$ cat config.mk
export PLATFORM = sky130hd
export DESIGN_NAME = alu_op_sequencer
export DESIGN_NICKNAME = d
export VERILOG_FILES = /design/src/rtl/alu_op_sequencer.sv
export SDC_FILE = /design/constraint.sdc
export NUM_CORES = 1
export LEC_CHECK = 0
export CAP_MARGIN = 10
export CORE_AREA = 2 2 131 133
export CTS_CLUSTER_SIZE = 25
export DETAILED_ROUTE_END_ITERATION = 16
export DIE_AREA = 0 0 133 135
export GPL_ROUTABILITY_DRIVEN = 0
export PLACE_DENSITY = 0.73
export REMOVE_ABC_BUFFERS = 1
export SETUP_SLACK_MARGIN = 0.05
export SLEW_MARGIN = 40
export SYNTH_ARGS = -nofsm -noshare
export SYNTH_HDL_FRONTEND = slang
export SYNTH_SLANG_ARGS = --single-unit
$ cat constraint.sdc
create_clock -name clk -period 4.5 [get_ports clk]
set_input_delay 0.675 -clock clk [delete_from_list [all_inputs] [get_ports clk]]
set_output_delay 0.675 -clock clk [all_outputs]
set_load 0.005 [all_outputs]
$ cat src/rtl/alu_op_sequencer.sv
// Serialized ALU issue controller: result ALU_LAT+1 cycles (DIVU DIV_CYCLES+1) after accept; in_ready low while busy, RESP held until out_ready.
// Optional ALU_SEQ_DIVZERO_CHK_EN traps DIVU by zero before issue (all-ones result, err_divzero).
module alu_op_sequencer #(
  parameter int          ALU_LAT    = 1,
  parameter int          DIV_CYCLES = 32,
  parameter logic [5:0]  IDLE_FUNCT = 6'h3F
) (
  input  logic        clk,
  input  logic        reset,
  input  logic        in_valid,
  output logic        in_ready,
  input  logic [31:0] in_a,
  input  logic [31:0] in_b,
  input  logic [5:0]  in_funct,
  output logic        out_valid,
  input  logic        out_ready,
  output logic [31:0] out_data,
  output logic        err_illegal,
  output logic        err_divzero,
  output logic        busy,
  output logic [31:0] alu_dataA,
  output logic [31:0] alu_dataB,
  output logic [5:0]  alu_signal,
  input  logic [31:0] alu_dataOut
);

  localparam logic [5:0] F_ADD  = 6'h20;
  localparam logic [5:0] F_SUB  = 6'h22;
  localparam logic [5:0] F_AND  = 6'h24;
  localparam logic [5:0] F_OR   = 6'h25;
  localparam logic [5:0] F_SLT  = 6'h2A;
  localparam logic [5:0] F_SRL  = 6'h02;
  localparam logic [5:0] F_DIVU = 6'h1B;
  localparam logic [5:0] F_MFHI = 6'h10;
  localparam logic [5:0] F_MFLO = 6'h12;

  localparam int MAX_LAT = (DIV_CYCLES > ALU_LAT) ? DIV_CYCLES : ALU_LAT;
  localparam int CNT_W   = (MAX_LAT > 1) ? $clog2(MAX_LAT) : 1;

  typedef enum logic [1:0] {IDLE, ISSUE, WAIT, RESP} state_t;

  state_t             state_q, state_d;
  logic [31:0]        a_q, a_d, b_q, b_d;
  logic [5:0]         funct_q, funct_d;
  logic [31:0]        alu_a_q, alu_a_d, alu_b_q, alu_b_d;
  logic [5:0]         alu_sig_q, alu_sig_d;
  logic [CNT_W-1:0]   cnt_q, cnt_d;
  logic [31:0]        out_data_q, out_data_d;
  logic               err_ill_q, err_ill_d, err_dz_q, err_dz_d;
  logic               legal;

  always_comb begin
    case (funct_q)
      F_ADD, F_SUB, F_AND, F_OR, F_SLT, F_SRL, F_DIVU, F_MFHI, F_MFLO: legal = 1'b1;
      default:                                                        legal = 1'b0;
    endcase
  end

  always_comb begin
    state_d    = state_q;
    a_d        = a_q;
    b_d        = b_q;
    funct_d    = funct_q;
    alu_a_d    = alu_a_q;
    alu_b_d    = alu_b_q;
    alu_sig_d  = alu_sig_q;
    cnt_d      = cnt_q;
    out_data_d = out_data_q;
    err_ill_d  = err_ill_q;
    err_dz_d   = err_dz_q;
    case (state_q)
      IDLE: begin
        if (in_valid) begin
          a_d       = in_a;
          b_d       = in_b;
          funct_d   = in_funct;
          err_ill_d = 1'b0;
          err_dz_d  = 1'b0;
          state_d   = ISSUE;
        end
      end
      ISSUE: begin
        // Rejected ops bypass the ALU entirely so its inputs and Hi/Lo are untouched.
        if (!legal) begin
          out_data_d = 32'h0;
          err_ill_d  = 1'b1;
          state_d    = RESP;
        end
`ifdef ALU_SEQ_DIVZERO_CHK_EN
        else if (funct_q == F_DIVU && b_q == 32'h0) begin
          out_data_d = 32'hFFFF_FFFF;
          err_dz_d   = 1'b1;
          state_d    = RESP;
        end
`endif
        else begin
          alu_a_d   = a_q;
          alu_b_d   = b_q;
          alu_sig_d = funct_q;
          cnt_d     = (funct_q == F_DIVU) ? CNT_W'(DIV_CYCLES - 1) : CNT_W'(ALU_LAT - 1);
          state_d   = WAIT;
        end
      end
      WAIT: begin
        if (cnt_q == '0) begin
          out_data_d = (funct_q == F_DIVU) ? 32'h0 : alu_dataOut;
          alu_sig_d  = IDLE_FUNCT;
          state_d    = RESP;
        end else begin
          cnt_d = cnt_q - 1'b1;
        end
      end
      RESP: begin
        if (out_ready) state_d = IDLE;
      end
      default: state_d = IDLE;
    endcase
  end

  always_ff @(posedge clk or negedge reset) begin
    if (!reset) begin
      state_q    <= IDLE;
      a_q        <= 32'h0;
      b_q        <= 32'h0;
      funct_q    <= 6'h0;
      alu_a_q    <= 32'h0;
      alu_b_q    <= 32'h0;
      alu_sig_q  <= IDLE_FUNCT;
      cnt_q      <= '0;
      out_data_q <= 32'h0;
      err_ill_q  <= 1'b0;
      err_dz_q   <= 1'b0;
    end else begin
      state_q    <= state_d;
      a_q        <= a_d;
      b_q        <= b_d;
      funct_q    <= funct_d;
      alu_a_q    <= alu_a_d;
      alu_b_q    <= alu_b_d;
      alu_sig_q  <= alu_sig_d;
      cnt_q      <= cnt_d;
      out_data_q <= out_data_d;
      err_ill_q  <= err_ill_d;
      err_dz_q   <= err_dz_d;
    end
  end

  assign in_ready    = (state_q == IDLE);
  assign busy        = (state_q != IDLE);
  assign out_valid   = (state_q == RESP);
  assign out_data    = out_data_q;
  assign err_illegal = err_ill_q;
  assign err_divzero = err_dz_q;
  assign alu_dataA   = alu_a_q;
  assign alu_dataB   = alu_b_q;
  assign alu_signal  = alu_sig_q;

endmodule

### Met1 routing, run 1

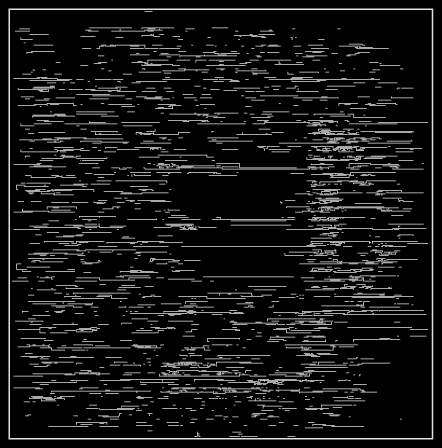
main direction = horizontal
share of all routed wire = 39%
wire length on this layer = 6620 microns
nets with wire on the layer = 737

### Metal 2, run 1

Bar = 50 microns.
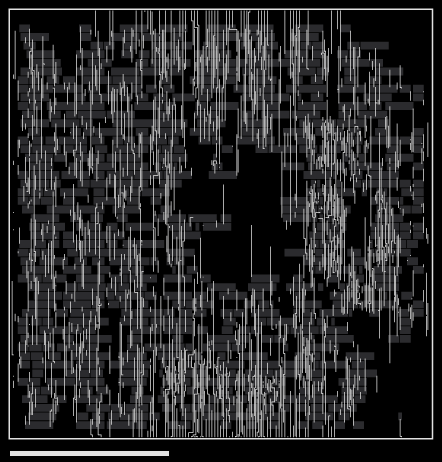
share of all routed wire = 51%
wire length on this layer = 8590 microns
nets with wire on the layer = 769
main direction = vertical
routing usage on met2: 0.3408
vias post-DR: 4959

### Met3 routing, run 1

Bar = 50 microns.
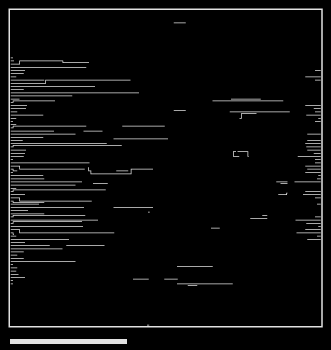
share of all routed wire = 9.5%
longest straight run = 54.5 microns
wire length on this layer = 1620 microns
nets with wire on the layer = 127

==> impl_metrics.py, run 1 <==
# Metrics from the implementation run
metrics = {
    "placement": {
        "dp_worst_setup_slack_ns": 1.821,
        "dp_hpwl_mm": 12.13,
        "io_buffers": 211,
        "placed_area_sq_um": 9602,
        "placed_cells": 947,
    },
    "cts": {
        "cts_tree": "built",
        "cts_root_buf": "clkbuf_16",
        "cts_hold_buf": 0,
        "clkTransAtPathRegs_ns": 0.06,
        "post-cts-setup-buffers": 0,
        "clockBufferDepth": 2,
        "clk_latency_ns": 0.42,
        "ctsResizeCount": 0,
        "numCtsBuffers": 17,
        "numClockSinks": 180,
        "htreeDepth": 4,
    },
    "floorplan": {
        "dieArea_sq_um": 17960,
        "die_x_microns": 133,
        "core_sq_um": 16410,
        "initial_core_util": 0.4438,
        "num_io_pins": 213,
        "die_y_microns": 135,
        "row_count": 47,
    },
    "setup_path": {
        "regToRegEndpoint": "out_data[19]",
        "critPathKind": "register to register",
        "critPathLaunchType": "register",
        "r2r_start": "state_q[0]",
        "cp_data_required_time_ns": 4.83,
        "regToRegSetupSlack_ns": 1.77,
        "endpoint": "out_data[19]",
        "endpoint_kind": "register",
        "arrival_ns": 3.06,
        "rr_worst_depth": 8,
        "cp_max_fo": 19,
        "startpoint": "state_q[0]",
    },
    "global_route": {
        "grt_pass1_vias": 5508,
        "grt_pass1_wl_mm": 28.19,
        "grt_max_degree": 76,
        "antenna_found_initial": 1,
        "gr-usage-met3": 0.08333,
        "track_usage": 0.2002,
        "overflow": 0,
        "grt_use_met1": 0.2284,
        "grt_most_used_layer": "met2",
    },
    "final_timing": {
        "period_needed_ns": 2.732,
        "slew_headroom": 0.4917,
        "max_freq_mhz": 366.0,
        "rsz0062_at_grt": "false",
        "fin_tns_setup_ns": 0,
        "slew_violations": 0,
        "tightest_slew_ns": 0.7596,
        "hold_viol": 0,
        "fin_hold_ws_ns": 0.2623,
        "fin_worst_skew_ns": 0.007550,
        "fin_ws_ns": 1.768,
        "setup_viol": 0,
        "fin_crit_sh": 0.6071,
    },
    "cells_and_area": {
        "n_fill_cell": 1241,
        "drive_gt1_frac": 0.1741,
        "post-route-util": 0.6231,
        "layout_top_cell": "clkdlybuf4s50_1",
        "area_growth_pct": 40.42,
        "nets": 858,
        "layout_top_cells": "clkdlybuf4s50_1, dfrtp_1, mux2_2, nand2_1, mux2_1",
        "final_area_sq_um": 10220,
        "fin_cells": 978,
        "n_antenna_cell": 0,
    },
    "yosys": {
        "synth_area_sq_um": 7281,
        "synthCells": 541,
        "yosysWarnings": 0,
        "most_common_cell": "dfrtp_1",
        "ys_ff": 180,
        "common_cells": "dfrtp_1, mux2_2, nand2_1, mux2_1, o22ai_1",
        "avgSynthCellArea_sq_um": 13.46,
        "synth-async-reset-ratio": 1.000,
        "ys_seq_frac": 0.6197,
        "ys_cells": 541,
        "edf_count": 0,
        "synth_cell_types": 42,
        "ff_type": "dfrtp_1",
        "ys_area_sq_um": 7281,
        "area_leaders": "dfrtp_1, mux2_2, mux2_1, nand2_1, o22ai_1",
        "yosys.area.top_type_share": 0.5980,
        "largest_area_cell": "dfrtp_1",
    },
    "run": {
        "maxCapViolations": 0,
        "log.warning_count": 29,
    },
    "routing": {
        "drc": 0,
        "detail-route-antenna-nets": 0,
        "routed_via_density": 5.071,
        "drt_iter0_drc": 255,
        "wl_mm": 16.99,
        "wire_per_inst_microns": 17.38,
        "firstDrtPassIters": 5,
    },
    "worst_hold_path": {
        "hold_path.class": "primary input to async pin",
    },
    "power": {
        "p_total_mw": 6.846,
        "peakVddDrop_mv": 0.3788,
        "powerDensity_nw_per_um2": 669.6,
        "total_leakage_power_nw": 4.326,
    },
    "status": {
        "outcome": "finished, final reports clean",
    },
}
[run 1: power by group]
part | leakage, nW | internal, mW | total, mW | switching, mW
sequential | 2.21 | 2.35 | 2.76 | 0.401
combinational | 1.81 | 1.50 | 2.53 | 1.03
clock | 0.303 | 0.948 | 1.56 | 0.609
[run 1: kinds of logic (layout without fill, tap and decap cells)]
logic type | Yosys count | count (layout) | share of synthesized area
DFF | 180 | 180 | 0.6197
other | 1 | 1 | 0.0005151
and+or+nand+nor | 111 | 111 | 0.06685
adders and majority gates | 6 | 6 | 0.01031
buffers and inverters | 41 | 258 | 0.03248
muxes | 138 | 138 | 0.2128
AOI/OAI and AO/OA | 64 | 64 | 0.05740
[run 1: layer usage]
| metal | vias up | wire (microns) |
|---|---|---|
| met2 | 162 | 8589 |
| met1 | 2483 | 6623 |
| li1 | 2302 | - |
| met4 | 2 | 147 |
| met3 | 10 | 1618 |
| met5 | - | 13 |
[run 1: worst max-delay path, stage by stage, from the launching register on]
cell	delay, ns
dfrtp_1	0.42
inv_1	0.14
ha_1	0.54
nor2b_1	0.20
nor2_1	0.64
nor3_4	0.16
buf_6	0.20
buf_6	0.15
o22ai_1	0.19
[run 1: flip-flops by register name (all words and copies together) (netlist names)]
signal	cells
state_q	2
alu_signal	6
err_illegal	1
funct_q	6
alu_dataB	32
cnt_q	5
out_data	32
b_q	32
a_q	32
alu_dataA	32
[run 1: area by class of cell]
cell class                 count  area, sq um  share of cell area
multi-input combinational    320         2571              0.2515
clock buffer                  20        446.7             0.04369
sequential                   180         4512              0.4413
timing repair buffer         221         2221              0.2172
tap                          220        275.3             0.02692
clock inverter                11        175.2             0.01713
inverter                       6        22.52            0.002203
### Routing congestion, run 1

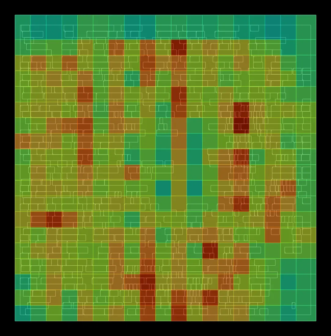

--- run 2 (diff from run 1) ---
--- a/config.mk
+++ b/config.mk
@@ -6,10 +6,10 @@
 export NUM_CORES = 1
 export LEC_CHECK = 0
 export CAP_MARGIN = 10
-export CORE_AREA = 2 2 131 133
+export CORE_AREA = 2 2 134 136
 export CTS_CLUSTER_SIZE = 25
 export DETAILED_ROUTE_END_ITERATION = 16
-export DIE_AREA = 0 0 133 135
+export DIE_AREA = 0 0 136 138
 export GPL_ROUTABILITY_DRIVEN = 0
 export PLACE_DENSITY = 0.73
 export REMOVE_ABC_BUFFERS = 1
==> constraint.sdc (replaced) <==
create_clock -name clk -period 2.45 [get_ports clk]
set_input_delay 0.3675 -clock clk [delete_from_list [all_inputs] [get_ports clk]]
set_output_delay 0.3675 -clock clk [all_outputs]
set_load 0.005 [all_outputs]
### Routing congestion, run 2

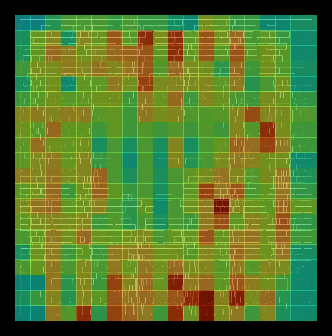
Total GRT Usage: 0.1843
Final Util: 0.5884
Top Usage Layer GRT: met2
routing usage on met2: 0.3102
wire per inst: 16.76 microns

### Met3 routing, run 2

Bar = 50 microns.
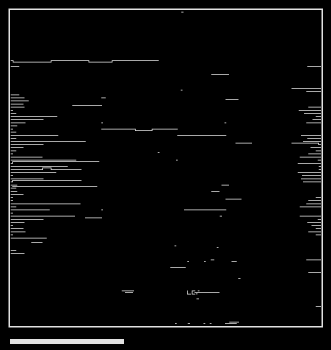
main direction = horizontal
nets with wire on the layer = 109
total wire length: 16.65 mm
vias post-DR: 5009
GR Util met3: 0.05281

==> impl_metrics.py, run 2 <==
# Metrics from the implementation run
metrics = {
    "placement": {
        "dp_hpwl_mm": 11.70,
        "io_buffers": 211,
    },
    "cells_and_area": {
        "flops": 180,
        "nets": 863,
        "seq_share": 0.4373,
        "layout_top_cell": "clkdlybuf4s50_1",
        "clock_buffers": 17,
        "clkCellAreaFrac": 0.05930,
        "buffers_excl_clock": 226,
        "comb_area_sq_um": 2561,
        "drive_gt1_frac": 0.1832,
        "comb_share": 0.2482,
        "layout_top_cells": "clkdlybuf4s50_1, dfrtp_1, mux2_2, nand2_1, mux2_1",
        "n_antenna_cell": 0,
        "multi_input_comb_cells": 320,
        "n_fill_cell": 1438,
        "inverters": 6,
        "buffer_area_frac": 0.2252,
    },
    "yosys": {
        "synth_area_sq_um": 7281,
        "largest_area_cell": "dfrtp_1",
        "edf_count": 0,
        "yosys-mux-area-fraction": 0.2128,
        "synthAoiAreaFrac": 0.05740,
        "synth-async-reset-ratio": 1.000,
        "ys_cells": 541,
        "yosysWarnings": 0,
        "most_common_cell": "dfrtp_1",
        "avgSynthCellArea_sq_um": 13.46,
        "ys_seq_frac": 0.6197,
        "area_leaders": "dfrtp_1, mux2_2, mux2_1, nand2_1, o22ai_1",
        "ff_type": "dfrtp_1",
        "ys_ff": 180,
        "ys_sh_adder": 0.01031,
        "xor_share": 0,
        "yosys.area.top_type_share": 0.5980,
        "synth_cell_types": 42,
    },
    "cts": {
        "cts_hold_buf": 1,
        "numCtsBuffers": 17,
        "numClockSinks": 180,
        "cts_root_buf": "clkbuf_16",
        "cts_tree": "built",
        "clkTransAtPathRegs_ns": 0.07,
        "ctsResizeCount": 0,
        "post-cts-setup-buffers": 0,
        "clk_latency_ns": 0.42,
    },
    "power": {
        "powerDensity_nw_per_um2": 1216,
        "total_leakage_power_nw": 4.378,
        "peakVddDrop_mv": 0.5918,
    },
    "setup_path": {
        "endpoint_kind": "register",
        "critPathKind": "register to register",
        "r2r_start": "funct_q[3]",
    },
    "routing": {
        "drt_iter0_drc": 185,
        "drc": 0,
        "firstDrtPassIters": 4,
        "routed_via_density": 5.044,
    },
    "final_timing": {
        "hold_viol": 0,
        "rsz0062_at_grt": "false",
        "fin_crit_sh": 0.9418,
        "slew_violations": 0,
        "fin_worst_skew_ns": 0.01039,
        "setup_viol": 0,
        "tightest_slew_ns": 0.7134,
        "period_needed_ns": 2.307,
        "slew_headroom": 0.5240,
    },
    "worst_hold_path": {
        "hold_path.class": "primary input to async pin",
    },
    "run": {
        "maxCapViolations": 0,
    },
    "floorplan": {
        "initial_core_util": 0.4152,
        "num_io_pins": 213,
        "die_y_microns": 138,
        "row_count": 49,
    },
    "status": {
        "outcome": "finished, final reports clean",
    },
}
### Met1 routing, run 2

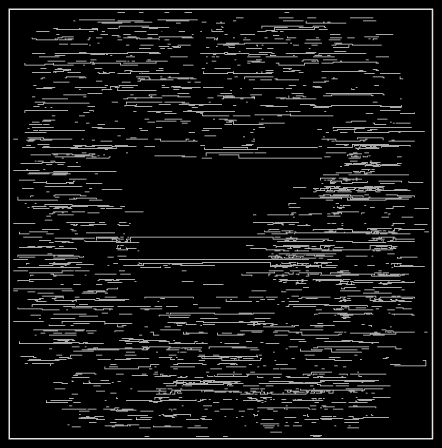
wire length on this layer = 6710 microns
share of all routed wire = 40%
met1 Track Usage GR: 0.2234

[run 2: netlist changes by cell type in the layout (fill, tap and decap cells not counted), sizes merged]
cell         delta
clkbuf          -3
bufinv          -2
inv             +6
buf             +4
dlygate4sd3     +1
[run 2: cell families (layout without fill, tap and decap cells)]
group,count (synthesis),in the layout
and+or+nand+nor,111,111
muxes,138,138
other,1,1
buffers and inverters,41,264
AOI/OAI and AO/OA,64,64
DFF,180,180
adders and majority gates,6,6
[run 2: through the flow]
step	hold slack [ns]	setup WS (ns)	power, mW	std cells	cell area [sq um]
2_1_floorplan	0.07191	-1.006	7.336	506	7067
3_3_place_gp	0.3173	0.2593	9.557	960	9683
3_5_place_dp	0.3233	0.1521	9.827	960	9683
4_1_cts	0.4469	0.1242	12.70	993	10300
5_1_grt	0.4765	0.05523	13.35	993	10320
6_report	0.4420	0.1426	12.55	993	10320
[run 2: routing by layer]
metal,global-route usage,up-vias,share of wire
met5,0,-,0
met4,0.07072,0,0.024
met3,0.05281,37,0.061
met2,0.3102,143,0.51
met1,0.2234,2522,0.40
li1,-,2307,-
[run 2: critical path: stages (launching register included)]
cell and delay, ns:
dfrtp_1 0.44, o21bai_1 0.18, a2111o_1 0.44, nand2_1 0.19
o21a_4 0.28, buf_16 0.26, mux2_1 0.36
[run 2: report_power, final]
part	leakage [nW]	total, mW	internal, mW	switching, mW
combinational	1.87	4.70	2.80	1.90
clock	0.300	2.80	1.56	1.25
sequential	2.21	5.05	4.32	0.723
[run 2: worst paths after layout]
path,endpoint,cells past startpoint
max,alu_dataA[5],6
max reg2reg,alu_dataA[5],6
min in group clk,alu_dataA[28],1
max in group asynchronous,alu_dataB[7],3
min,alu_dataA[8],2
min reg2reg,alu_dataA[28],1
Power figures rest on the tool's default switching activity, not on a simulated workload.
